Figure 1. Nets reached from selected ports.
Drawn at 6 px/um.
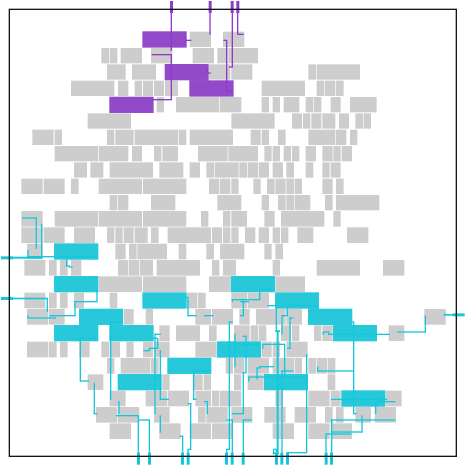
Figure 2. Congestion heat map.
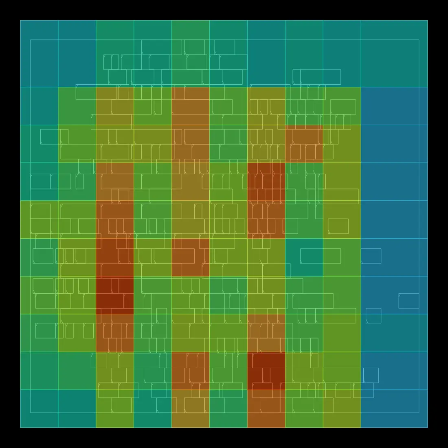
File: config.mk
export PLATFORM = sky130hd
export DESIGN_NAME = sram_access_controller_flat
export DESIGN_NICKNAME = d
export VERILOG_FILES = /design/src/rtl/sram_access_controller_if.sv /design/src/rtl/sram_access_controller.sv /design/src/flat_wrapper.sv
export SDC_FILE = /design/constraint.sdc
export NUM_CORES = 1
export LEC_CHECK = 0
export ABC_AREA = 1
export CAP_MARGIN = 20
export CORE_MARGIN = 1.5
export CORE_UTILIZATION = 34
export CTS_BUF_LIST = sky130_fd_sc_hd__clkbuf_8 sky130_fd_sc_hd__clkbuf_16
export DETAILED_ROUTE_END_ITERATION = 6
export GPL_TIMING_DRIVEN = 0
export HOLD_SLACK_MARGIN = 0.15
export PLACE_DENSITY = 0.7
export SLEW_MARGIN = 20
export SYNTH_ARGS = -nofsm -noshare
export SYNTH_HDL_FRONTEND = slang
export SYNTH_SLANG_ARGS = --single-unit
export TNS_END_PERCENT = 10
File: constraint.sdc
create_clock -name Clock -period 4.65 [get_ports Clock]
set_input_delay 0.93 -clock Clock [delete_from_list [all_inputs] [get_ports Clock]]
set_output_delay 0.93 -clock Clock [all_outputs]
set_load 0.05 [all_outputs]
File: src/rtl/sram_access_controller_if.sv
// CPU-side bus bundle for the SRAM access controller; the controller takes the slave modport.
// DMA signals exist only when SRAM_ACCESS_DMA_PORT_EN is defined.
interface sram_access_controller_if;
    logic        SRamSelect_H;
    logic        AS_L;
    logic        UDS_L;
    logic        LDS_L;
    logic        RW;
    logic [16:0] Address;
    logic [14:0] SRam_Addr;
    logic [3:0]  Block_CE_L;
    logic        SRam_OE_L;
    logic        SRam_WE_L;
    logic        SRam_UB_L;
    logic        SRam_LB_L;
    logic        Dtack_L;
    logic        Busy_H;
`ifdef SRAM_ACCESS_DMA_PORT_EN
    logic        Dma_Req_H;
    logic [16:0] Dma_Addr;
    logic        Dma_RW;
    logic        Dma_Gnt_H;
    logic        Dma_Ack_H;
`endif

    modport master (
`ifdef SRAM_ACCESS_DMA_PORT_EN
        output Dma_Req_H, Dma_Addr, Dma_RW,
        input  Dma_Gnt_H, Dma_Ack_H,
`endif
        output SRamSelect_H, AS_L, UDS_L, LDS_L, RW, Address,
        input  SRam_Addr, Block_CE_L, SRam_OE_L, SRam_WE_L, SRam_UB_L, SRam_LB_L,
        input  Dtack_L, Busy_H
    );

    modport slave (
`ifdef SRAM_ACCESS_DMA_PORT_EN
        input  Dma_Req_H, Dma_Addr, Dma_RW,
        output Dma_Gnt_H, Dma_Ack_H,
`endif
        input  SRamSelect_H, AS_L, UDS_L, LDS_L, RW, Address,
        output SRam_Addr, Block_CE_L, SRam_OE_L, SRam_WE_L, SRam_UB_L, SRam_LB_L,
        output Dtack_L, Busy_H
    );
endinterface

File: src/rtl/sram_access_controller.sv
// 68k bus-cycle sequencer for the 256 KB SRAM (four 64 KB blocks), all outputs registered.
// Optional DMA port with round-robin arbitration: define SRAM_ACCESS_DMA_PORT_EN.
module sram_access_controller #(
    parameter int WAIT_STATES    = 2,
    parameter int RECOVER_CYCLES = 1
) (
    input logic                     Clock,
    input logic                     Reset_H,
    sram_access_controller_if.slave bus
);
    typedef enum logic [2:0] {IDLE, SETUP, ACCESS, ACK, RECOVER} state_t;

    localparam logic [3:0] WAIT_LD = 4'(WAIT_STATES);
    localparam logic [3:0] REC_LD  = 4'(RECOVER_CYCLES);

    state_t      state_q, state_d;
    logic [3:0]  cnt_q, cnt_d;
    logic [16:0] addr_q, addr_d;
    logic        rw_q, rw_d, uds_q, uds_d, lds_q, lds_d, dma_q, dma_d;
    logic [3:0]  ce_q, ce_d;
    logic        oe_q, oe_d, we_q, we_d, ub_q, ub_d, lb_q, lb_d;
    logic        dtack_q, dtack_d, busy_q, busy_d;
    logic        cpu_req, strobing;
`ifdef SRAM_ACCESS_DMA_PORT_EN
    logic        prio_q, prio_d, gnt_q, gnt_d, dack_q, dack_d;
`endif

    always_comb begin
        state_d = state_q;
        cnt_d   = cnt_q;
        addr_d  = addr_q;
        rw_d    = rw_q;
        uds_d   = uds_q;
        lds_d   = lds_q;
        dma_d   = dma_q;
`ifdef SRAM_ACCESS_DMA_PORT_EN
        prio_d  = prio_q;
`endif
        cpu_req = !bus.AS_L && bus.SRamSelect_H && (!bus.UDS_L || !bus.LDS_L);

        case (state_q)
            IDLE: begin
                if (cpu_req) begin
                    state_d = SETUP;
                    addr_d  = bus.Address;
                    rw_d    = bus.RW;
                    uds_d   = bus.UDS_L;
                    lds_d   = bus.LDS_L;
                    dma_d   = 1'b0;
                end
`ifdef SRAM_ACCESS_DMA_PORT_EN
                // prio_q set means DMA wins the next simultaneous request
                if (bus.Dma_Req_H && (!cpu_req || prio_q)) begin
                    state_d = SETUP;
                    addr_d  = bus.Dma_Addr;
                    rw_d    = bus.Dma_RW;
                    uds_d   = 1'b0;
                    lds_d   = 1'b0;
                    dma_d   = 1'b1;
                end
                if (cpu_req && bus.Dma_Req_H) prio_d = !prio_q;
`endif
            end
            SETUP: begin
                if (bus.AS_L && !dma_q) begin
                    state_d = RECOVER;
                    cnt_d   = REC_LD;
                end else begin
                    state_d = ACCESS;
                    cnt_d   = WAIT_LD;
                end
            end
            ACCESS: begin
                if (bus.AS_L && !dma_q) begin
                    state_d = RECOVER;
                    cnt_d   = REC_LD;
                end else if (cnt_q <= 4'd1) begin
                    state_d = ACK;
                end else begin
                    cnt_d = cnt_q - 4'd1;
                end
            end
            ACK: begin
                if (bus.AS_L || dma_q) begin
                    state_d = RECOVER;
                    cnt_d   = REC_LD;
                end
            end
            RECOVER: begin
                if (cnt_q <= 4'd1) state_d = IDLE;
                else               cnt_d   = cnt_q - 4'd1;
            end
            default: state_d = IDLE;
        endcase

        // Outputs are a function of the state being entered, so they change with it
        strobing = (state_d == SETUP) || (state_d == ACCESS) || (state_d == ACK);
        ce_d     = strobing ? ~(4'b0001 << addr_d[16:15]) : 4'hF;
        oe_d     = !(strobing && rw_d);
        we_d     = !((state_d == ACCESS) && !rw_d);
        ub_d     = strobing ? uds_d : 1'b1;
        lb_d     = strobing ? lds_d : 1'b1;
        dtack_d  = !((state_d == ACK) && !dma_d);
        busy_d   = (state_d != IDLE);
`ifdef SRAM_ACCESS_DMA_PORT_EN
        gnt_d    = strobing && dma_d;
        dack_d   = (state_d == ACK) && dma_d;
`endif
    end

    always_ff @(posedge Clock) begin
        rw_q  <= rw_d;
        uds_q <= uds_d;
        lds_q <= lds_d;
        if (Reset_H) begin
            state_q <= IDLE;
            cnt_q   <= 4'd0;
            addr_q  <= 17'd0;
            dma_q   <= 1'b0;
            ce_q    <= 4'hF;
            oe_q    <= 1'b1;
            we_q    <= 1'b1;
            ub_q    <= 1'b1;
            lb_q    <= 1'b1;
            dtack_q <= 1'b1;
            busy_q  <= 1'b0;
`ifdef SRAM_ACCESS_DMA_PORT_EN
            prio_q  <= 1'b0;
            gnt_q   <= 1'b0;
            dack_q  <= 1'b0;
`endif
        end else begin
            state_q <= state_d;
            cnt_q   <= cnt_d;
            addr_q  <= addr_d;
            dma_q   <= dma_d;
            ce_q    <= ce_d;
            oe_q    <= oe_d;
            we_q    <= we_d;
            ub_q    <= ub_d;
            lb_q    <= lb_d;
            dtack_q <= dtack_d;
            busy_q  <= busy_d;
`ifdef SRAM_ACCESS_DMA_PORT_EN
            prio_q  <= prio_d;
            gnt_q   <= gnt_d;
            dack_q  <= dack_d;
`endif
        end
    end

    assign bus.SRam_Addr  = addr_q[14:0];
    assign bus.Block_CE_L = ce_q;
    assign bus.SRam_OE_L  = oe_q;
    assign bus.SRam_WE_L  = we_q;
    assign bus.SRam_UB_L  = ub_q;
    assign bus.SRam_LB_L  = lb_q;
    assign bus.Dtack_L    = dtack_q;
    assign bus.Busy_H     = busy_q;
`ifdef SRAM_ACCESS_DMA_PORT_EN
    assign bus.Dma_Gnt_H  = gnt_q;
    assign bus.Dma_Ack_H  = dack_q;
`endif
endmodule

File: src/flat_wrapper.sv
// flat-port wrapper written by rule: the top's interface ports become plain ports
module sram_access_controller_flat 
#(
    parameter int WAIT_STATES    = 2,
    parameter int RECOVER_CYCLES = 1
)
  (Clock, Reset_H, bus_SRamSelect_H, bus_AS_L, bus_UDS_L, bus_LDS_L, bus_RW, bus_Address, bus_SRam_Addr, bus_Block_CE_L, bus_SRam_OE_L, bus_SRam_WE_L, bus_SRam_UB_L, bus_SRam_LB_L, bus_Dtack_L, bus_Busy_H);
  sram_access_controller_if bus_i ();
  input logic Clock;
  input logic Reset_H;
  input wire logic [$bits(bus_i.SRamSelect_H)-1:0] bus_SRamSelect_H;
  input wire logic [$bits(bus_i.AS_L)-1:0] bus_AS_L;
  input wire logic [$bits(bus_i.UDS_L)-1:0] bus_UDS_L;
  input wire logic [$bits(bus_i.LDS_L)-1:0] bus_LDS_L;
  input wire logic [$bits(bus_i.RW)-1:0] bus_RW;
  input wire logic [$bits(bus_i.Address)-1:0] bus_Address;
  output wire logic [$bits(bus_i.SRam_Addr)-1:0] bus_SRam_Addr;
  output wire logic [$bits(bus_i.Block_CE_L)-1:0] bus_Block_CE_L;
  output wire logic [$bits(bus_i.SRam_OE_L)-1:0] bus_SRam_OE_L;
  output wire logic [$bits(bus_i.SRam_WE_L)-1:0] bus_SRam_WE_L;
  output wire logic [$bits(bus_i.SRam_UB_L)-1:0] bus_SRam_UB_L;
  output wire logic [$bits(bus_i.SRam_LB_L)-1:0] bus_SRam_LB_L;
  output wire logic [$bits(bus_i.Dtack_L)-1:0] bus_Dtack_L;
  output wire logic [$bits(bus_i.Busy_H)-1:0] bus_Busy_H;
  assign bus_i.SRamSelect_H = bus_SRamSelect_H;
  assign bus_i.AS_L = bus_AS_L;
  assign bus_i.UDS_L = bus_UDS_L;
  assign bus_i.LDS_L = bus_LDS_L;
  assign bus_i.RW = bus_RW;
  assign bus_i.Address = bus_Address;
  assign bus_SRam_Addr = bus_i.SRam_Addr;
  assign bus_Block_CE_L = bus_i.Block_CE_L;
  assign bus_SRam_OE_L = bus_i.SRam_OE_L;
  assign bus_SRam_WE_L = bus_i.SRam_WE_L;
  assign bus_SRam_UB_L = bus_i.SRam_UB_L;
  assign bus_SRam_LB_L = bus_i.SRam_LB_L;
  assign bus_Dtack_L = bus_i.Dtack_L;
  assign bus_Busy_H = bus_i.Busy_H;
  sram_access_controller #(.WAIT_STATES(WAIT_STATES), .RECOVER_CYCLES(RECOVER_CYCLES)) u_core (.Clock(Clock), .Reset_H(Reset_H), .bus(bus_i));
endmodule
==> metrics.json <==
{
  "drt_first_pass_iters": {"value": 4},
  "fa_ha_area_frac": {"value": 0.0145},
  "synth-cells-yosys": {"value": 220},
  "final.setup_skew": {"value": 0.00690, "unit": "ns"},
  "initial_core_util": {"value": 0.358},
  "route.met2.wl": {"value": 1630, "unit": "um"},
  "cts_root_buf": {"value": "sky130_fd_sc_hd__clkbuf_8"},
  "timing.hold.worst_endpoint": {"value": "u_core.rw_q"},
  "clockPowerShare": {"value": 0.330},
  "groute.usage.overall": {"value": 0.138},
  "placedCellCount": {"value": 334},
  "die.size.y": {"value": 74.3, "unit": "um"},
  "timing.final.max_slew_violations": {"value": 0},
  "crit_family": {"value": "buffers and inverters"},
  "worstReg2RegEnd": {"value": "u_core.bus.Busy_H"},
  "drt_first_iter_violations": {"value": 63},
  "yosys.area_share.xor_xnor": {"value": 0},
  "layout.cells.most_common_list": {"value": "47 x sky130_fd_sc_hd__clkdlybuf4s50_1, 41 x sky130_fd_sc_hd__nor2_1, 38 x sky130_fd_sc_hd__dfxtp_1, 27 x sky130_fd_sc_hd__nand2_1"},
  "post_detailed_placement_half_perimeter_wirelength": {"value": 2660, "unit": "um"},
  "worst_setup_path_end_kind": {"value": "primary output"},
  "synth.yosys.seq_area_share": {"value": 0.441},
  "maxUsedRoutingLayer": {"value": "met4"},
  "vdd_ir_drop_max": {"value": 241, "unit": "uV"},
  "synth.net_count": {"value": 246},
  "p_clk": {"value": 263, "unit": "uW"},
  "post_cts.resized_instances": {"value": 0},
  "run_status": {"value": "finished clean"},
  "min_path_type": {"value": "reg2reg"},
  "grt_setup_unrepaired": {"value": "no"},
  "flip_flop_count_of_the_largest_register_after_layout": {"value": 17},
  "worst_ep_required_time": {"value": 3.72, "unit": "ns"},
  "layout-area-overhead-vs-synth": {"value": 38.5, "unit": "%"},
  "source_of_the_critical_timing_path": {"value": "u_core.addr_q[12]"},
  "critical_path_buf_inv_count": {"value": 2},
  "critical_path_arrival": {"value": 1.54, "unit": "ns"},
  "dieWidth": {"value": 74.3, "unit": "um"},
  "crit_chain": {"value": "buf_4 > clkdlybuf4s50_1"}
}
## Picture notes: Figure 1
- cyan: `bus_SRam_Addr` (bits 15; direction output; edge 12 bottom, 2 left, 1 right; end cells 15; wire 443 um)
- purple: `bus_Block_CE_L` (bits 4; direction output; edge top; end cells 4; wire 50.4 um)

## Picture notes: Figure 2
detail-routed net length per standard cell: 10.2 um
final core area utilization: 0.496

## per-stage QoR
| step | worst slack, ns | area, um2 | hold WS [ns] | util |
|---|---|---|---|---|
| after CTS | 2.17 | 2390 | 0.475 | 0.496 |
| after detailed placement | 2.20 | 2280 | 0.460 | 0.474 |
| after floorplan | 2.84 | 1730 | 0.439 | - |
| after global routing | 2.12 | 2390 | 0.516 | 0.496 |
| after global placement | 2.18 | 2280 | 0.459 | 0.474 |
| final | 2.18 | 2390 | 0.473 | 0.496 |
## cell type report
| cell class | instances | area (um2) |
|---|---|---|
| tap | 67 | 83.8 |
| buffer | 22 | 185 |
| fill | 487 | 2430 |
| inverter | 23 | 86.3 |
| clock buffer | 8 | 110 |
| sequential | 38 | 761 |
| timing repair buffer | 47 | 470 |
| multi-input combinational | 137 | 694 |
